==> src/rtl/rom_port_arbiter.sv <==
// Two-port arbiter in front of a single-port, registered-read instruction ROM.
// Port A has fixed priority; define ROM_ARB_STARVE_GUARD_EN to bound port B's wait.
module rom_port_arbiter #(
    parameter int ADDR_WIDTH = 8,
    parameter int DATA_WIDTH = 8
`ifdef ROM_ARB_STARVE_GUARD_EN
    ,
    parameter int MAX_WAIT   = 4
`endif
) (
    input  logic                  CLK,
    input  logic                  RESET,
    input  logic                  REQ_A,
    input  logic [ADDR_WIDTH-1:0] ADDR_A,
    output logic                  ACK_A,
    output logic                  VALID_A,
    output logic [DATA_WIDTH-1:0] DATA_A,
    input  logic                  REQ_B,
    input  logic [ADDR_WIDTH-1:0] ADDR_B,
    output logic                  ACK_B,
    output logic                  VALID_B,
    output logic [DATA_WIDTH-1:0] DATA_B,
    output logic [ADDR_WIDTH-1:0] ROM_ADDR,
    input  logic [DATA_WIDTH-1:0] ROM_DATA
);
    // vld_pipe[0] rides with ROM_ADDR, vld_pipe[STAGES] with ROM_DATA.
    localparam int STAGES = 1;

    logic [STAGES:0] vld_pipe;
    logic [STAGES:0] port_pipe;   // 1 = read belongs to port B
    logic            b_prio;
    logic            ret_a;
    logic            ret_b;

`ifdef ROM_ARB_STARVE_GUARD_EN
    localparam logic [2:0] WAIT_MAX = 3'(MAX_WAIT);

    logic [2:0] wait_cnt;

    always_ff @(posedge CLK) begin
        if (RESET)
            wait_cnt <= '0;
        else if (!REQ_B || ACK_B)
            wait_cnt <= '0;
        else if (wait_cnt != WAIT_MAX)
            wait_cnt <= wait_cnt + 3'd1;
    end

    assign b_prio = (wait_cnt == WAIT_MAX);
`else
    assign b_prio = 1'b0;
`endif

    assign ACK_A = !RESET && REQ_A && !(REQ_B && b_prio);
    assign ACK_B = !RESET && REQ_B && (!REQ_A || b_prio);

    always_ff @(posedge CLK) begin
        if (RESET) begin
            vld_pipe  <= '0;
            port_pipe <= '0;
            ROM_ADDR  <= '0;
        end else begin
            vld_pipe  <= {vld_pipe[STAGES-1:0], ACK_A | ACK_B};
            port_pipe <= {port_pipe[STAGES-1:0], ACK_B};
            if (ACK_B)
                ROM_ADDR <= ADDR_B;
            else if (ACK_A)
                ROM_ADDR <= ADDR_A;
        end
    end

    assign ret_a = vld_pipe[STAGES] && !port_pipe[STAGES];
    assign ret_b = vld_pipe[STAGES] &&  port_pipe[STAGES];

    always_ff @(posedge CLK) begin
        if (RESET) begin
            VALID_A <= 1'b0;
            VALID_B <= 1'b0;
            DATA_A  <= '0;
            DATA_B  <= '0;
        end else begin
            VALID_A <= ret_a;
            VALID_B <= ret_b;
            if (ret_a)
                DATA_A <= ROM_DATA;
            if (ret_b)
                DATA_B <= ROM_DATA;
        end
    end

endmodule

==> config.mk <==
export PLATFORM = sky130hd
export DESIGN_NAME = rom_port_arbiter
export DESIGN_NICKNAME = d
export VERILOG_FILES = /design/src/rtl/rom_port_arbiter.sv
export SDC_FILE = /design/constraint.sdc
export NUM_CORES = 1
export LEC_CHECK = 0
export ABC_AREA = 1
export ABC_CLOCK_PERIOD_IN_PS = 1200
export CORE_AREA = 2 2 58 60
export CTS_CLUSTER_SIZE = 30
export DETAILED_ROUTE_END_ITERATION = 6
export DIE_AREA = 0 0 60 62
export GPL_TIMING_DRIVEN = 0
export PLACE_DENSITY_LB_ADDON = 0.08
export SLEW_MARGIN = 5
export SYNTH_ARGS = -nofsm -noshare
export SYNTH_HDL_FRONTEND = slang
export SYNTH_SLANG_ARGS = --single-unit
==> constraint.sdc <==
create_clock -name CLK -period 1.2 [get_ports CLK]
set_input_delay 0.12 -clock CLK [delete_from_list [all_inputs] [get_ports CLK]]
set_output_delay 0.12 -clock CLK [all_outputs]
set_load 0.02 [all_outputs]
**Run 1: placed cells, one color a class**

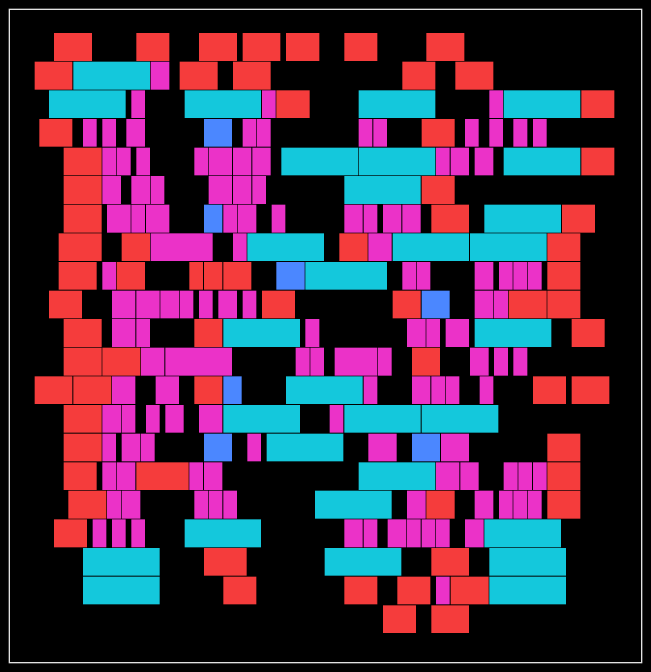
Key: clock drivers and dummy loads = blue [cells 7]; registers = cyan [cells 30]; remaining logic cells = magenta [cells 124]; remaining buffers and delay cells = red [cells 67]

**Run 1: clock network drawn from the DEF**

Scale bar: 20 um.
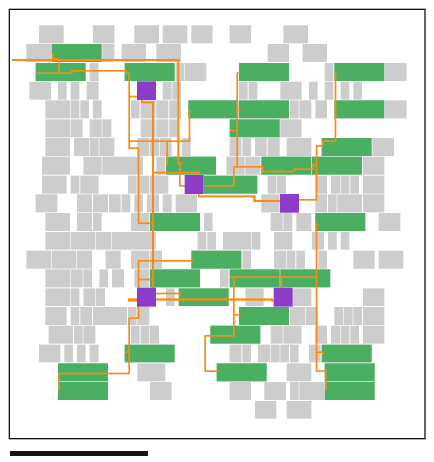
Key: flip-flops = green [count 30]; clock-net drivers = purple [count 5]; clock wires = orange [length 353 um]
Position of the flops: widely spread.
Worst Skew: 0.007375 ns
Clock Power: 0.537 mW
clk_lat worst skew: 0.32 ns
clock power share: 26.8%

**Run 1: sequential cells colored by netlist name**

Other sequential cells in the stronger gray, the rest of the logic in the fainter gray.
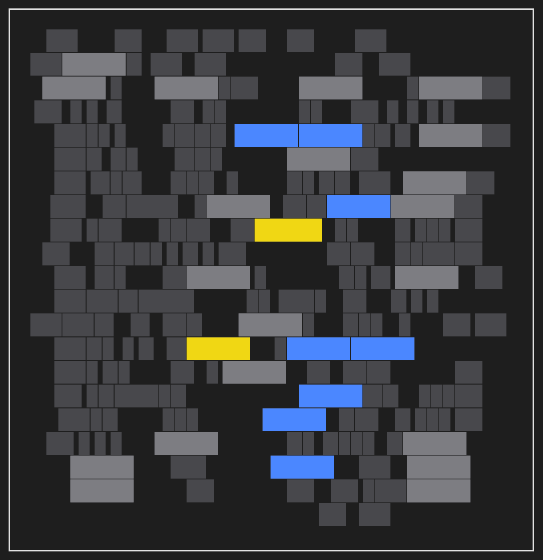
Key: `DATA_A` = blue [placed flops 8]; `vld_pipe` = yellow [placed flops 2]
Another 20 sequential cells are not colored.
Final Util: 59.70%
Reg area: 601.8 sq um
Sequential Power: 1.07 mW

**Run 1: the clock network**

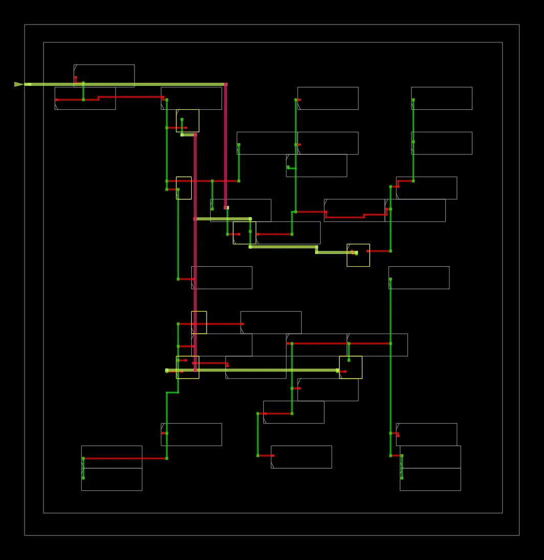
Sink Count: 30
number of clock-tree buffers in the layout: 5
clock buffer count from CTS: 5
registers: 30

run 1: kinds of logic (layout without fill, tap and decap cells):
group	count (synthesis)	in the layout	synth area share (%)
flip-flops	30	30	51.01
AND/OR/NAND/NOR	72	72	26.67
AND-OR/OR-AND	25	25	11.58
buffers and inverters	30	101	10.73
run 1: final cells by class:
class	instances	share of cell area, %
inverter	26	5.735
tap	46	3.032
timing repair buffer	63	30.32
multi-input combinational	97	24.52
clock buffer	5	1.978
sequential	30	31.71
clock inverter	2	0.5274
timing repair inverter	1	0.3955
buffer	4	1.780
run 1: repair_timing:
item	in CTS	in global routing
setup buffers	2	7
cloned	0	1
setup endpoints to repair	28	14
resized	37	9
pin swaps	0	1
run 1: worst min-delay path, delay by kind of cell:
kind                   cells  cell delay [ns]
buffers and inverters      2             0.16
AND/OR/NAND/NOR            1             0.14
==> results.ini, run 1 <==
[detailed_routing]
top_layer = met4
dr_wl_met2_um = 1487
drc = 0
via_count = 1235
drt_first_pass_iters = 4
drtIter0Drc = 22
drtAntennaViolNets = 0
met1_length_um = 1174
drt-total-wl_um = 2940
met3_length_um = 234
detail_route.vias_per_cell = 4.507
wl_per_cell_um = 10.73

[run]
max_cap_violations = 0

[logic_synthesis]
yosys.area.top_type_share_pct = 51.01
synthArstFlopShare_pct = 0
ys_chip_area_sq_mm = 0.001177
syn-cell-area_sq_mm = 0.001177
area_leaders = dfxtp_1 51%, nor2_1 12%, inv_1 7.0%
ff_type = dfxtp_1
synth_stat.cells = 157
most_common_cell = nor2_1
synth_nets = 185
yosysTopAreaCell = dfxtp_1
ys_seq_share_pct = 51.01
common_cells = 37 x nor2_1, 30 x dfxtp_1, 22 x inv_1
yosysWarnings = 0
yosysUniqueCellTypes = 17
postSynthCellCount = 157
synth-edff-count = 0
ys.flops = 30
syn_area_per_cell_sq_um = 7.499

[place]
dp_hpwl_um = 2175
dp_slack_ns = -0.6836
dpl_cell_area_sq_mm = 0.001775
dp.cells = 257
gp_congestion = 0.7355
port_buffers = 54

[worst_setup_path]
worst_setup_path_end_kind = output pin
crit_required_ns = 1.08
crit_type = in -> out
cp_slowest_stage_delay_ns = 0.31
r2r_end = VALID_A
crit_chain = dlygate4sd2_1 -> clkbuf_8 -> nor2_1 -> clkdlybuf4s15_1
slowest_stage = dlygate4sd2_1
start_kind = primary input
crit_cells = 4
crit_path_start = RESET
reg2reg_from = vld_pipe[1]
reg2regPathDepth = 5
timing.critical_path.buf_inv = 3
reg2reg_setup_slack_ns = 0.10
critical-path-top-delay-family = buffers and inverters
path_max_fanout = 10
cp.arrival_ns = 1.04
cp-endpoint = ACK_A

[global_route]
grt_max_degree = 11
grt_pass1_vias = 1102
use_met2_pct = 30.28
gr-usage-met1_pct = 16.28
grt_pass1_wl_um = 4505
track_usage_pct = 16.54
grt_use_met3_pct = 5.383
grt_antenna_before_repair = 0
grt.busiest_layer = met2
grt_overflow = 0

[die]
fp_util_pct = 37.03
rows = 21
dieArea_sq_mm = 0.003720
fp.dieW_um = 60
core_area_sq_mm = 0.003179
dieHeight_um = 62
ios = 56

[pwr]
intPower_mw = 1.449
worst_ir_drop_vdd_v = 0.0005045
power.density_mw_per_mm2 = 1057
pwr-share-comb_pct = 20.1
powerComb_mw = 0.402
power.leakage_nw = 0.9490
p_sw_mw = 0.5569
total_power_mw = 2.006
power_frac_seq_pct = 53.2
swShare_pct = 27.76
maxPowerGroup = sequential cells

[final_layout]
final_area_sq_mm = 0.001898
nNetsFinal = 256
layout.cells.non_filler = 274
logic_area_sq_um = 465.4
largestRegisters = DATA_A x8, DATA_B x8, ROM_ADDR x8
antenna_cells = 0
drive_above_1_share_pct = 14.47
areaGrowthSynthToFinish_pct = 61.21
n_fill_cell = 308
layout_top_cells = 34 x nor2_1, 29 x dfxtp_1, 27 x dlygate4sd2_1
layout_top_cell = nor2_1

[clock_tree]
tritoncts = yes
cts_max_path_buffers = 2
clk_pin_slew_ns = 0.08
cts_hold_buf = 0
htreeDepth = 2
clockRootBuffer = clkbuf_4

[timing]
slew_headroom_pct = 74.91
setup_violations = 0
slew_viol_final = 0
worst_slew_pin_slew_ns = 0.3764
fin_ws_ns = 0.04424
hold_viol = 0
finalSetupTns_ns = 0
period_used_pct = 96.31
fmax_mhz = 865.2
fin_crit_ns = 1.156

[status]
status = complete, no violations

[worst_hold_path]
hold-path-endpoint = port_pipe[0]
hold_class = in -> reg
worstHoldStart = REQ_B

## Run 2: what changed since run 1
Settings changed: ABC_CLOCK_PERIOD_IN_PS 1200 to not set.
**Run 2: clock network drawn from the DEF**

Scale bar: 20 um.
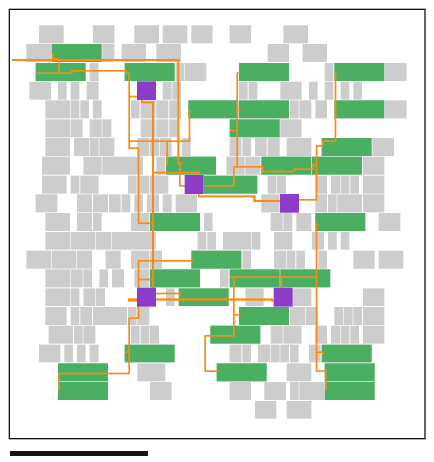
Key: flip-flops = green [count 30]; clock-net drivers = purple [count 5]; clock wires = orange [length 353 um]
Position of the flops: widely spread. There are 6 routed clock nets.

==> run 2 against run 1 <==
Effect of this change: wire length is the same; critical path type unchanged; sequential share of layout area is the same; via count is the same; critical path depth unchanged.
==> results.ini, run 2 <==
[detailed_routing]
via_count = 1235  ; unchanged
drt_first_pass_iters = 4  ; unchanged
dr_wl_met2_um = 1487  ; unchanged
detail_route.vias_per_cell = 4.507  ; unchanged
wl_per_cell_um = 10.73  ; unchanged
top_layer = met4
met1_length_um = 1174  ; unchanged
drc = 0  ; unchanged

[worst_setup_path]
slowest_stage = dlygate4sd2_1
start_kind = primary input
cp_slowest_stage_delay_ns = 0.31  ; about the same
timing.critical_path.buf_inv = 3  ; unchanged
crit_chain = dlygate4sd2_1 -> clkbuf_8 -> nor2_1 -> clkdlybuf4s15_1
cp-endpoint = ACK_A
crit_path_start = RESET
reg2reg_from = vld_pipe[1]
reg2regPathDepth = 5  ; unchanged
cp.arrival_ns = 1.04  ; about the same
path_max_fanout = 10  ; unchanged
r2r_end = VALID_A

[die]
core_area_sq_mm = 0.003179  ; unchanged
fp_util_pct = 37.03  ; unchanged
dieHeight_um = 62  ; unchanged
fp.dieW_um = 60  ; unchanged
rows = 21  ; unchanged
ios = 56  ; unchanged

[logic_synthesis]
ys.flops = 30  ; unchanged
synth-edff-count = 0  ; unchanged
synthArstFlopShare_pct = 0  ; unchanged
synthMuxAreaShare_pct = 0  ; unchanged
yosys.area.top_type_share_pct = 51.01  ; unchanged
postSynthCellCount = 157  ; unchanged
aoi_share_pct = 11.58  ; unchanged
ys_seq_share_pct = 51.01  ; unchanged
ff_type = dfxtp_1
ys_top_logic_family = simple AND/OR/NAND/NOR gates
syn_area_per_cell_sq_um = 7.499  ; unchanged
area_leaders = dfxtp_1 51%, nor2_1 12%, inv_1 7.0%
yosysWarnings = 0  ; unchanged
most_common_cell = nor2_1

[place]
port_buffers = 54  ; unchanged
dp.cells = 257  ; unchanged
dp_slack_ns = -0.6836  ; unchanged
gp_congestion = 0.7355  ; unchanged

[pwr]
clkPwrFrac_pct = 26.8  ; about the same
worst_ir_drop_vdd_v = 0.0005045  ; unchanged
p_sw_mw = 0.5569  ; unchanged
power.leakage_nw = 0.9490  ; unchanged
maxPowerGroup = sequential cells
power.density_mw_per_mm2 = 1057  ; unchanged
swShare_pct = 27.76  ; unchanged
powerComb_mw = 0.402  ; about the same
power_frac_seq_pct = 53.2  ; about the same
seq_power_mw = 1.07  ; about the same

[final_layout]
largestRegisters = DATA_A x8, DATA_B x8, ROM_ADDR x8
buffer_area_share_pct = 32.10  ; unchanged
buffers = 67  ; unchanged
clock_buffers = 5  ; unchanged
largest_class = non-clock buffers
regArea_sq_um = 601.8  ; unchanged
drive_above_1_share_pct = 14.47  ; unchanged
clock_tree_area_fraction_pct = 2.505  ; unchanged
layout_top_cells = 34 x nor2_1, 29 x dfxtp_1, 27 x dlygate4sd2_1
layout_top_cell = nor2_1
inverters_excl_clock = 27  ; unchanged
comb_cells = 97  ; unchanged
nNetsFinal = 256  ; unchanged

[global_route]
grt_pass1_vias = 1102  ; unchanged
track_usage_pct = 16.54  ; unchanged
grt_max_degree = 11  ; unchanged
grt_overflow = 0  ; unchanged
grt_pass1_wl_um = 4505  ; unchanged

[status]
status = complete, no violations

[clock_tree]
htreeDepth = 2  ; unchanged
cts_max_path_buffers = 2  ; unchanged
cts_buffers = 5  ; unchanged
cts.sinks = 30  ; unchanged
cts_hold_buf = 0  ; unchanged
clk_latency_ns = 0.32  ; about the same

[timing]
slew_headroom_pct = 74.91  ; unchanged
fmax_mhz = 865.2  ; unchanged
fin_crit_ns = 1.156  ; unchanged
setup_violations = 0  ; unchanged
hold_viol = 0  ; unchanged
worst_slew_pin_slew_ns = 0.3764  ; unchanged

[worst_hold_path]
hold-path-endpoint = port_pipe[0]
hold_class = in -> reg

**Run 2: the clock network**

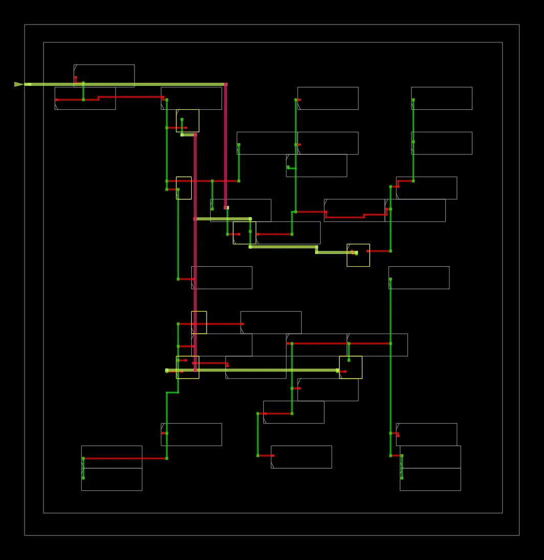

[run 2: cell counts after synthesis]
Identical to the previous run, type by type.
[run 2: worst register-to-register path, delay by kind of cell, from the launching register on]
| family | cells | cell delay [ns] |
|---|---|---|
| buf+inv | 3 | 0.44 |
| simple gates | 2 | 0.28 |
| flops | 1 | 0.33 |
[run 2: metrics by stage]
step                total power [mW]   TNS [ns]  instance area, sq um
floorplan                      1.276          0                  1177
global placement               1.483     -5.757                  1775
detailed placement             1.491     -6.313                  1775
CTS                            2.001          0                  1823
global route                   2.115  -0.004919                  1898
finish                         2.006          0                  1898
[run 2: routing by layer]
layer | vias to the layer above | track usage [%]
li1 | 636 | -
met1 | 549 | 16.28
met2 | 45 | 30.28
met3 | 5 | 5.383
met4 | 0 | 9.841
met5 | - | 0
Power figures rest on the tool's default switching activity, not on a simulated workload.
